`src/rtl/dekatron_counter.sv`:
```
// dekatron_counter: one decade of a glow-transfer counter tube.
//
// The glow sits on one of DIGITS main cathodes. A step moves it through the
// two guide cathodes between adjacent mains. Each guide phase is held for
// PULSE_CYCLES clocks, exactly as the P1/P2 drive pulses of a real tube.
// The block also supports a direct load, and a resync from the sensed
// cathode pattern. Carry and borrow pulses feed the next decade.
//
// Ports:
//   clk, reset         clock (rising edge), asynchronous active-low reset
//   inc, dec           step forward / backward request (sampled in IDLE)
//   load, load_digit   direct set request and its value (sampled in IDLE)
//   sense, sense_en    sensed glow pattern and resync request (in IDLE)
//   cathodes           one-hot glow position, 3 lines per digit:
//                      main K, guide1 after K, guide2 after K
//   guide1, guide2     P1 / P2 drive, high during their phase
//   digit              current main-cathode index
//   busy               high whenever the sequencer is not idle
//   done               one-cycle pulse when an operation completes
//   carry, borrow      one-cycle pulses with done on a forward/backward wrap
//   sync_err           one-cycle pulse when a load or sense is rejected
module dekatron_counter #(
  parameter int DIGITS       = 10,
  parameter int CATHODES     = 3 * DIGITS,
  parameter int PULSE_CYCLES = 2,
  parameter int DW           = $clog2(DIGITS)
) (
  input  logic                clk,
  input  logic                reset,
  input  logic                inc,
  input  logic                dec,
  input  logic                load,
  input  logic [DW-1:0]       load_digit,
  input  logic [CATHODES-1:0] sense,
  input  logic                sense_en,
  output logic [CATHODES-1:0] cathodes,
  output logic                guide1,
  output logic                guide2,
  output logic [DW-1:0]       digit,
  output logic                busy,
  output logic                done,
  output logic                carry,
  output logic                borrow,
  output logic                sync_err
);

  if (DIGITS < 2) begin : g_bad_digits
    $error("dekatron_counter: DIGITS must be at least 2");
  end
  if (CATHODES != 3 * DIGITS) begin : g_bad_cathodes
    $error("dekatron_counter: CATHODES must equal 3*DIGITS");
  end
  if (PULSE_CYCLES < 1) begin : g_bad_pulse
    $error("dekatron_counter: PULSE_CYCLES must be at least 1");
  end

  localparam int CW = (PULSE_CYCLES > 1) ? $clog2(PULSE_CYCLES) : 1;

  typedef enum logic [1:0] {IDLE, PH1, PH2, FIN} state_t;

  state_t              state_q, state_d;
  logic [CW-1:0]       cnt_q, cnt_d;
  logic                down_q, down_d;   // direction of the step in flight
  logic [CATHODES-1:0] cathodes_d;
  logic [DW-1:0]       digit_d;
  logic                guide1_d, guide2_d, done_d, carry_d, borrow_d, sync_err_d;

  int                  k_cur, k_prev, k_next;
  logic                sense_ok;
  logic [DW-1:0]       sense_digit;
  logic                phase_end;

  function automatic logic [CATHODES-1:0] hot(input int idx);
    return CATHODES'(1) << idx;
  endfunction

  assign phase_end = (cnt_q == CW'(PULSE_CYCLES - 1));

  always_comb begin
    k_cur  = int'(digit_q_int());
    k_prev = (k_cur == 0) ? DIGITS - 1 : k_cur - 1;
    k_next = (k_cur == DIGITS - 1) ? 0 : k_cur + 1;
  end

  function automatic logic [DW-1:0] digit_q_int();
    return digit;
  endfunction

  // A sense pattern is usable only if it equals exactly one main cathode.
  always_comb begin
    sense_ok    = 1'b0;
    sense_digit = '0;
    for (int m = 0; m < DIGITS; m++) begin
      if (sense == hot(3 * m)) begin
        sense_ok    = 1'b1;
        sense_digit = DW'(m);
      end
    end
  end

  // NOTE: every signal this block writes gets a default first, so no path
  // can leave one unassigned and infer a latch.
  always_comb begin
    state_d    = state_q;
    cnt_d      = cnt_q;
    down_d     = down_q;
    cathodes_d = cathodes;
    digit_d    = digit;
    guide1_d   = 1'b0;
    guide2_d   = 1'b0;
    done_d     = 1'b0;
    carry_d    = 1'b0;
    borrow_d   = 1'b0;
    sync_err_d = 1'b0;

    unique case (state_q)
      IDLE: begin
        if (load) begin
          if (int'(load_digit) < DIGITS) begin
            state_d    = FIN;
            digit_d    = load_digit;
            cathodes_d = hot(3 * int'(load_digit));
            done_d     = 1'b1;
          end else begin
            sync_err_d = 1'b1;
          end
        end else if (sense_en) begin
          if (sense_ok) begin
            state_d    = FIN;
            digit_d    = sense_digit;
            cathodes_d = sense;
            done_d     = 1'b1;
          end else begin
            sync_err_d = 1'b1;
          end
        end else if (inc ^ dec) begin
          // Simultaneous inc and dec cancel and fall through as a no-op.
          state_d = PH1;
          cnt_d   = '0;
          down_d  = dec;
          if (dec) begin
            guide2_d   = 1'b1;
            cathodes_d = hot(3 * k_prev + 2);
          end else begin
            guide1_d   = 1'b1;
            cathodes_d = hot(3 * k_cur + 1);
          end
        end
      end

      PH1: begin
        if (phase_end) begin
          state_d = PH2;
          cnt_d   = '0;
          if (down_q) begin
            guide1_d   = 1'b1;
            cathodes_d = hot(3 * k_prev + 1);
          end else begin
            guide2_d   = 1'b1;
            cathodes_d = hot(3 * k_cur + 2);
          end
        end else begin
          cnt_d    = cnt_q + CW'(1);
          guide1_d = guide1;
          guide2_d = guide2;
        end
      end

      PH2: begin
        if (phase_end) begin
          // digit still holds the pre-step index K until this transition.
          state_d = FIN;
          cnt_d   = '0;
          done_d  = 1'b1;
          if (down_q) begin
            digit_d    = DW'(k_prev);
            cathodes_d = hot(3 * k_prev);
            borrow_d   = (k_cur == 0);
          end else begin
            digit_d    = DW'(k_next);
            cathodes_d = hot(3 * k_next);
            carry_d    = (k_cur == DIGITS - 1);
          end
        end else begin
          cnt_d    = cnt_q + CW'(1);
          guide1_d = guide1;
          guide2_d = guide2;
        end
      end

      FIN: state_d = IDLE;

      default: state_d = IDLE;
    endcase
  end

  // NOTE: sequential state uses non-blocking assignments only, so every
  // register samples the pre-edge values regardless of statement order.
  always_ff @(posedge clk or negedge reset) begin
    if (!reset) begin
      state_q  <= IDLE;
      cnt_q    <= '0;
      down_q   <= 1'b0;
      cathodes <= CATHODES'(1);
      digit    <= '0;
      guide1   <= 1'b0;
      guide2   <= 1'b0;
      busy     <= 1'b0;
      done     <= 1'b0;
      carry    <= 1'b0;
      borrow   <= 1'b0;
      sync_err <= 1'b0;
    end else begin
      state_q  <= state_d;
      cnt_q    <= cnt_d;
      down_q   <= down_d;
      cathodes <= cathodes_d;
      digit    <= digit_d;
      guide1   <= guide1_d;
      guide2   <= guide2_d;
      busy     <= (state_d != IDLE);
      done     <= done_d;
      carry    <= carry_d;
      borrow   <= borrow_d;
      sync_err <= sync_err_d;
    end
  end

endmodule
```
`config.mk`:
```
export PLATFORM = sky130hd
export DESIGN_NAME = dekatron_counter
export DESIGN_NICKNAME = d
export VERILOG_FILES = /design/src/rtl/dekatron_counter.sv
export SDC_FILE = /design/constraint.sdc
export NUM_CORES = 1
export LEC_CHECK = 0
export CAP_MARGIN = 5
export CELL_PAD_IN_SITES_DETAIL_PLACEMENT = 0
export CELL_PAD_IN_SITES_GLOBAL_PLACEMENT = 2
export CORE_UTILIZATION = 29
export DETAILED_ROUTE_END_ITERATION = 16
export HOLD_SLACK_MARGIN = 0.02
export PLACE_DENSITY_LB_ADDON = 0.1
export SLEW_MARGIN = 10
export SYNTH_ARGS = -nofsm -noshare
export SYNTH_HDL_FRONTEND = slang
export SYNTH_SLANG_ARGS = --single-unit
```
`constraint.sdc`:
```
create_clock -name clk -period 6.15 [get_ports clk]
set_clock_uncertainty 0.05 [all_clocks]
set_input_delay 1.23 -clock clk [delete_from_list [all_inputs] [get_ports clk]]
set_output_delay 1.23 -clock clk [all_outputs]
set_load 0.005 [all_outputs]
```
run_1/logic_types.png
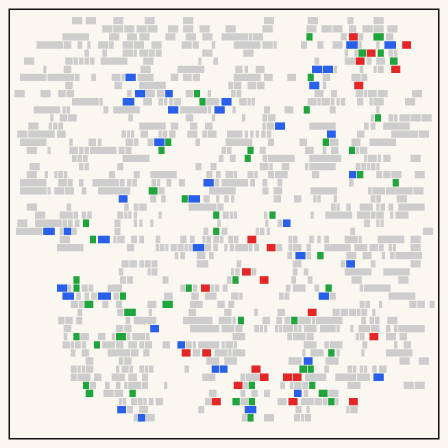
- AND and OR gates: green (cells 53; where widely spread)
- AND-OR and OR-AND gates: blue (cells 40)
- XOR/XNOR gates: red (cells 23)
post-route non-filler standard cell count: 1120
multi-input gate share of total cell area: 0.6043

run_1/cell_density.png
14 x 14 tiles, from white (low) to dark blue (high), 0 to 100% covered.
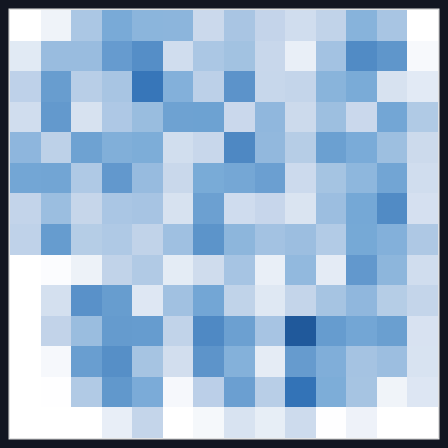
- fullest tile: 84%
- mean over tiles: 33%
- emptiest ninth of the die: bottom left
- tiles over 75% full: 0.50%

run_1/layer_met2.png
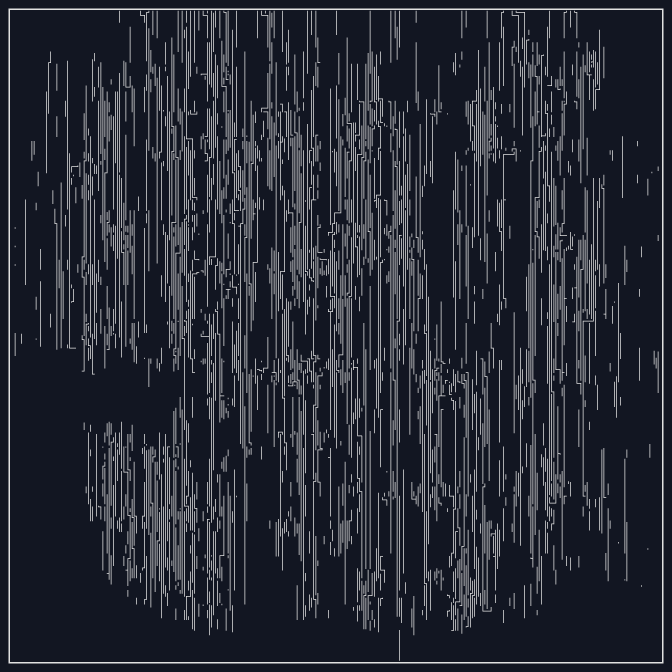
- longest straight run: 65.1 um
- share of all routed wire: 46%
- wire length on this layer: 12000 um

run_1/wires.png
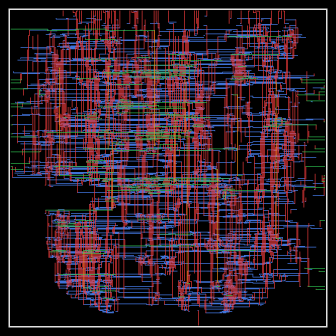
- metal 1: blue (wire length 11900 um)
- metal 4: orange (wire length 486 um)
- metal 2: red (wire length 12000 um)
- metal 3: green (wire length 1700 um)
Routed Wire Length: 26010 um
Avg WL per Cell: 23.22 um
gr usage total: 0.2527
via count: 6738

==> CHANGELOG.md, run 1 <==
### Changed

- Status: completed
- Largest cell class: multi-input combinational cells
- Setup WS pre-CTS: 0.1492 ns
- Clk root buf: clkbuf_16
- Setup-failing EPs final: 0
- Sequential share of cell area: 0.1563
- MaxCap Viol Count: 0
- Biggest regs: cathodes (30), digit (4), state_q (2)
- Initial antenna violation count: 0
- CTS tree: done
- Worst EP arrival: 6.00 ns
- Hold Crit Class: flop to flop
- # clk buffers: 5
- Max reg flops: 30
- Core Region: 19590 um2
- Most Crowded Layer GR: met2
- Clock Sinks: 45
- Most flop-heavy register: cathodes
- Commonest cells in the netlist: nor2_1, nand2_1, a21oi_1
- DRC Markers: 0
- Mapped Nets: 857
- Uppermost layer routed: met4
- Hold path startpoint: guide2$_DFFE_PN0P_
- Non-clock buffer share: 0.1514
- Gp weighted congestion: 0.8945
- Syn Inst Count: 780
- Diode count: 0
- Delay-heaviest family, CP: simple AND/OR/NAND/NOR gates
- XOR Share, Synth: 0.03461
- Vias in the first global route: 6282
- Most frequent cell after synthesis: nor2_1
- EDFF count, synth: 0
- Mux share: 0.01741
- N_taps: 265
- Synth logic family: AND-OR/OR-AND gates
- FF+latch count, synth: 45
- Tool warnings: 41
- GR Util met3: 0.03332
- Min Tclk post-route: 5.816 ns
- Yosys chip area: 5821 um2
- Final Net Count: 931
- Via/cell ratio: 6.016
- Top Layout Cells: nor2_1, clkdlybuf4s50_1, nand2_1
run_1/congestion.png
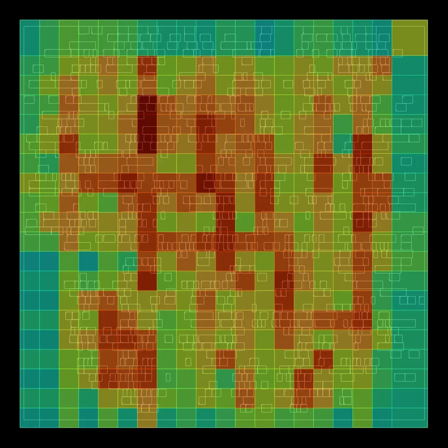

--- run 2 (diff from run 1) ---
- PLACE_DENSITY_LB_ADDON: 0.1 -> 0.12
run_2/congestion.png
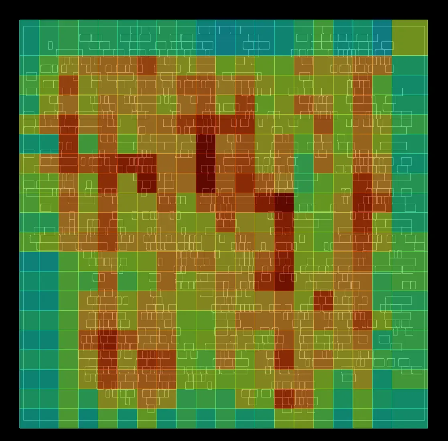
final core utilization: 0.3699
gr usage total: 0.2511
Avg WL per Cell: 22.86 um

run_2/cell_density.png
14 x 14 tiles, from white (low) to dark blue (high), 0 to 100% covered.
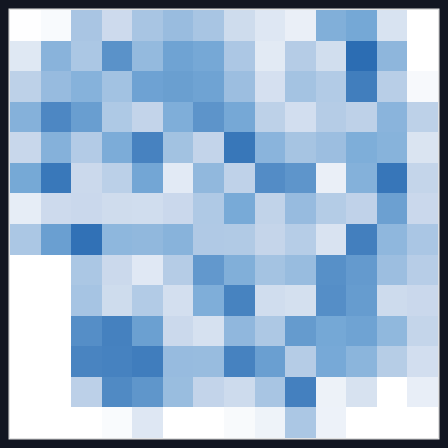
Core Region: 19590 um2
Floorplan Utilization: 0.2971

run_2/wires.png
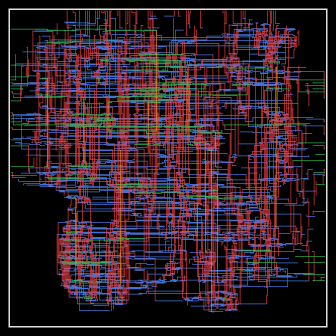
- metal 1: blue (wire length 12100 um)
- metal 4: orange (wire length 600 um)
- metal 3: green (wire length 1380 um)
- metal 2: red (wire length 11600 um)

==> run 2 against run 1 <==
  * Via count barely moved
  * Synthesized area did not move
  * Non-clock buffer count rose by 3
  * Largest cell class unchanged
  * Highest routed layer unchanged
==> CHANGELOG.md, run 2 <==
### Changed

- Gp weighted congestion: 0.9354 (was 0.8945)
- MaxCap Viol Count: 0 (unchanged)
- Biggest regs: cathodes (30), digit (4), state_q (2) (unchanged)
- Largest cell class: multi-input combinational cells (unchanged)
- Status: completed (unchanged)
- Sequential share of cell area: 0.1556 (was 0.1563)
- Commonest cells in the netlist: nor2_1, nand2_1, a21oi_1 (unchanged)
- XOR Share, Synth: 0.03461 (unchanged)
- Via/cell ratio: 6.002 (was 6.016)
- Delay-heaviest family, CP: adder cells (was simple AND/OR/NAND/NOR gates)
- Hold Crit Class: flop to flop (unchanged)
- Initial antenna violation count: 0 (unchanged)
- Routed Wire Length: 25670 um (was 26010 um)
- Post-route non-filler standard cell count: 1123 (was 1120)
- Min Tclk post-route: 5.799 ns (was 5.816 ns)
- Uppermost layer routed: met4 (unchanged)
- Top Layout Cells: nor2_1, clkdlybuf4s50_1, nand2_1 (unchanged)
- Yosys chip area: 5821 um2 (unchanged)
- Synth logic family: AND-OR/OR-AND gates (unchanged)
- DRC Markers: 0 (unchanged)
- Clock Sinks: 45 (unchanged)
